Figure 1. Sizing map.
Scale: 6 px per um.
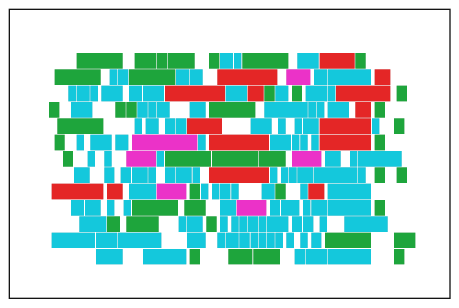
Figure 2. Signal wires on met2.
Scale: 4 px per um.
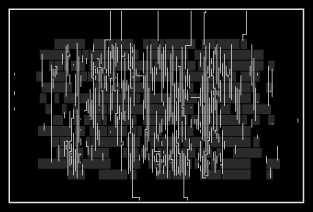
Figure 3. Gate families picked out.
Scale: 6 px per um.
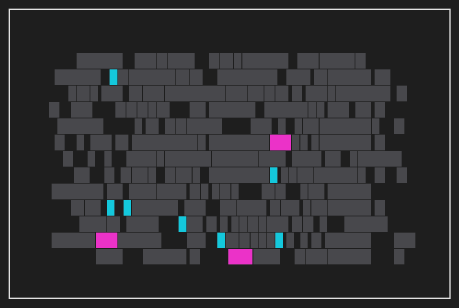
Figure 4. Routing congestion.
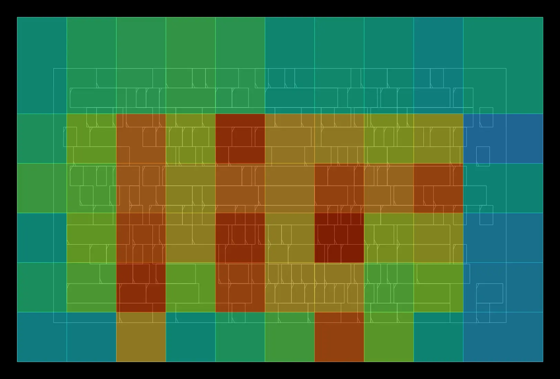
$ cat config.mk
export PLATFORM = sky130hd
export DESIGN_NAME = even_parity_frame_rx_flat
export DESIGN_NICKNAME = d
export VERILOG_FILES = /design/src/rtl/even_parity_frame_rx_pkg.sv /design/src/rtl/even_parity_frame_rx_if.sv /design/src/rtl/even_parity_frame_rx_sat_counter.sv /design/src/rtl/even_parity_frame_rx.sv /design/src/flat_wrapper.sv
export SDC_FILE = /design/constraint.sdc
export NUM_CORES = 1
export LEC_CHECK = 0
export CAP_MARGIN = 20
export CORE_ASPECT_RATIO = 0.6
export CORE_MARGIN = 5
export CORE_UTILIZATION = 51
export DETAILED_ROUTE_END_ITERATION = 8
export GPL_TIMING_DRIVEN = 0
export PLACE_DENSITY_LB_ADDON = 0.15
export SETUP_SLACK_MARGIN = 0.5
export SYNTH_ARGS = -nofsm -noshare
export SYNTH_HDL_FRONTEND = slang
export SYNTH_SLANG_ARGS = --single-unit
$ cat constraint.sdc
create_clock -name clk -period 1.9 [get_ports clk]
set_clock_uncertainty 0.05 [all_clocks]
set_input_delay 0.38 -clock clk [delete_from_list [all_inputs] [get_ports clk]]
set_output_delay 0.38 -clock clk [all_outputs]
set_load 0.05 [all_outputs]
$ cat src/rtl/even_parity_frame_rx_pkg.sv
// parity_pkg: shared FSM state type and frame constants for the even-parity receive path
package parity_pkg;
  typedef enum logic [1:0] {IDLE, DATA, STOP, HOLD} rx_state_t;
  localparam int FRAME_DATA_BITS = 4;
  localparam logic START_LVL = 1'b0;
  localparam logic STOP_LVL = 1'b1;
endpackage

$ cat src/rtl/even_parity_frame_rx_if.sv
// even_parity_frame_rx_if: parallel frame bus with valid/ready handshake to the parity checker
interface even_parity_frame_rx_if;
  logic a_o, b_o, c_o, p_o, out_valid, out_ready, par_err;
  modport master(output a_o, b_o, c_o, p_o, out_valid, par_err, input out_ready);
  modport slave(input a_o, b_o, c_o, p_o, out_valid, par_err, output out_ready);
endinterface

$ cat src/rtl/even_parity_frame_rx_sat_counter.sv
// sat_counter: incrementer that sticks at all-ones instead of wrapping
module sat_counter #(parameter int W = 8) (
  input  logic         clk,
  input  logic         rst_n,
  input  logic         inc,
  output logic [W-1:0] cnt
);
  always_ff @(posedge clk)
    if (!rst_n) cnt <= '0;
    else if (inc && cnt != '1) cnt <= cnt + 1'b1;
endmodule

$ cat src/rtl/even_parity_frame_rx.sv
// even_parity_frame_rx: deserialises start/A/B/C/P/stop frames and holds them for the checker
module even_parity_frame_rx import parity_pkg::*; #(parameter int ERR_CNT_W = 8) (
  input  logic                 clk,
  input  logic                 rst_n,
  input  logic                 ser_in,
  input  logic                 ser_en,
  even_parity_frame_rx_if.master fo,
  output logic                 frame_err,
  output logic                 overrun,
  output logic [ERR_CNT_W-1:0] err_cnt
);
  localparam int IW = $clog2(FRAME_DATA_BITS);
  rx_state_t state;
  logic [IW-1:0] idx;
  logic [FRAME_DATA_BITS-1:0] sh;
  logic stop_ok, stop_bad, start_in_hold;
  assign stop_ok = state == STOP && ser_en && ser_in == STOP_LVL;
  assign stop_bad = state == STOP && ser_en && ser_in != STOP_LVL;
  assign start_in_hold = state == HOLD && ser_en && ser_in == START_LVL;
  // framed-out frames never reach the parity term, so no double counting
  sat_counter #(.W(ERR_CNT_W)) u_cnt (
    .clk(clk), .rst_n(rst_n), .inc(stop_bad | (stop_ok & ^sh)), .cnt(err_cnt)
  );
  always_ff @(posedge clk) begin
    if (!rst_n) begin
      state <= IDLE;
      idx <= '0;
      sh <= '0;
      {fo.p_o, fo.c_o, fo.b_o, fo.a_o} <= '0;
      fo.out_valid <= 1'b0;
      fo.par_err <= 1'b0;
      frame_err <= 1'b0;
      overrun <= 1'b0;
    end else begin
      frame_err <= stop_bad;
      overrun <= start_in_hold;
      case (state)
        IDLE: if (ser_en && ser_in == START_LVL) begin
          state <= DATA;
          idx <= '0;
        end
        DATA: if (ser_en) begin
          sh[idx] <= ser_in;
          idx <= idx + 1'b1;
          if (idx == IW'(FRAME_DATA_BITS - 1)) state <= STOP;
        end
        STOP: if (ser_en) begin
          if (stop_ok) begin
            {fo.p_o, fo.c_o, fo.b_o, fo.a_o} <= sh;
            fo.par_err <= ^sh;
            fo.out_valid <= 1'b1;
            state <= HOLD;
          end else state <= IDLE;
        end
        HOLD: if (fo.out_ready) begin
          fo.out_valid <= 1'b0;
          state <= IDLE;
        end
      endcase
    end
  end
endmodule

$ cat src/flat_wrapper.sv
// flat-port wrapper written by rule: the top's interface ports become plain ports
module even_parity_frame_rx_flat import parity_pkg::*;
#(parameter int ERR_CNT_W = 8)
  (clk, rst_n, ser_in, ser_en, frame_err, overrun, err_cnt, fo_a_o, fo_b_o, fo_c_o, fo_p_o, fo_out_valid, fo_par_err, fo_out_ready);
  even_parity_frame_rx_if fo_i ();
  input  logic clk;
  input  logic rst_n;
  input  logic ser_in;
  input  logic ser_en;
  output logic frame_err;
  output logic overrun;
  output logic [ERR_CNT_W-1:0] err_cnt;
  output wire logic [$bits(fo_i.a_o)-1:0] fo_a_o;
  output wire logic [$bits(fo_i.b_o)-1:0] fo_b_o;
  output wire logic [$bits(fo_i.c_o)-1:0] fo_c_o;
  output wire logic [$bits(fo_i.p_o)-1:0] fo_p_o;
  output wire logic [$bits(fo_i.out_valid)-1:0] fo_out_valid;
  output wire logic [$bits(fo_i.par_err)-1:0] fo_par_err;
  input wire logic [$bits(fo_i.out_ready)-1:0] fo_out_ready;
  assign fo_a_o = fo_i.a_o;
  assign fo_b_o = fo_i.b_o;
  assign fo_c_o = fo_i.c_o;
  assign fo_p_o = fo_i.p_o;
  assign fo_out_valid = fo_i.out_valid;
  assign fo_par_err = fo_i.par_err;
  assign fo_i.out_ready = fo_out_ready;
  even_parity_frame_rx #(.ERR_CNT_W(ERR_CNT_W)) u_core (.clk(clk), .rst_n(rst_n), .ser_in(ser_in), .ser_en(ser_en), .fo(fo_i), .frame_err(frame_err), .overrun(overrun), .err_cnt(err_cnt));
endmodule
==> results.sh <==
# physical design summary
export IMPL_powerDensity_mw_per_mm2=625
export IMPL_lay_top_cells="nand2_1, buf_2, dfxtp_1"
export IMPL_grt_pass1_wl_mm=5.03
export IMPL_fp_nets=159
export IMPL_yosysTopAreaCell="dfxtp_1"
export IMPL_grt_max_degree=15
export IMPL_cts_buffers=3
export IMPL_seq_power_mw=0.506
export IMPL_gp_routability_congestion=0.817
export IMPL_antenna_found_initial=0
export IMPL_synth_flops=24
export IMPL_cts_hold_buf=0
export IMPL_root_buffer="clkbuf_8"
export IMPL_clk_latency_ps=270
export IMPL_whs_path_depth=3
export IMPL_topCellsByArea="dfxtp_1, nand2_1, mux2i_1, ha_1, a21boi_0"
export IMPL_synth_cells_yosys=149
export IMPL_drive_gt1_share_pct=35.0
export IMPL_fin_util_pct=74.2
export IMPL_ant_nets=0
export IMPL_inv_count=7
export IMPL_r2r_end="u_core.u_cnt.cnt[3]$_SDFFE_PN0P_"
export IMPL_hpwl_mm=2.11
export IMPL_finalMaxSlewViolations=0
export IMPL_r2r_slack_ps=460
export IMPL_yosys_most_used_dff="dfxtp_1"
export IMPL_worstSetupPathType="reg -> reg"
export IMPL_flop_count=24
export IMPL_logic_gates=110
export IMPL_outcome="complete, no violations"
export IMPL_logic_family="simple AND/OR/NAND/NOR gates"
export IMPL_place_ws_ps=-248
export IMPL_pwr_share_clk_pct=43.1
export IMPL_finalPower_mw=1.03
export IMPL_ys_seq_share_pct=39.3
export IMPL_die_x_um=73.2
export IMPL_ys_sh_adder_pct=5.12
export IMPL_flop_area_sq_um=504
export IMPL_met3WireLength_um=292
export IMPL_combPwrFrac_pct=7.9
export IMPL_rr_worst_depth=5
export IMPL_ys_top_cells_by_count="nand2_1, dfxtp_1, mux2i_1"
export IMPL_grt_pass1_vias=1011
export IMPL_cp_buffers_inverters=0
export IMPL_htree_levels=1
export IMPL_p_clk_mw=0.445
export IMPL_largestClassByArea="combinational gates"
-- Figure 1 (at the start) --
Key: cyan = drive 1 or less [cells 115, share 65%, most used nand2_1]; green = drive 2 [cells 41, share 23%, most used buf_2]; red = drive 3 to 4 [cells 15, share 8.5%, most used buf_4]; magenta = drive 6 and up [cells 6, share 3.4%, most used clkbuf_8]
synthesis-to-finish area growth: 35.3%
Signal buffers: 32
fin worst setup slack: 465 ps
final instance area: 0.00165 sq mm

-- Figure 2 (at the start) --
156 nets have wire on it. The layer holds 45% of the routed length.
met2 GRT Util: 32.1%
via count: 1163
final WL: 3.24 mm

-- Figure 3 (at the start) --
Key: magenta = AND-OR and OR-AND gates [cells 3]; cyan = inverters [cells 7]
Comb/total area: 49.1%
final std cells w/o fill: 207
dominant logic cell type in the layout: nand2_1

-- Figure 4 (at the start) --
met1 global-route usage: 25.6%
Avg WL per Cell: 15.7 um
layer with the highest usage: met2
grt met3 use: 6.29%
GRT Resource Usage Total: 19.7%

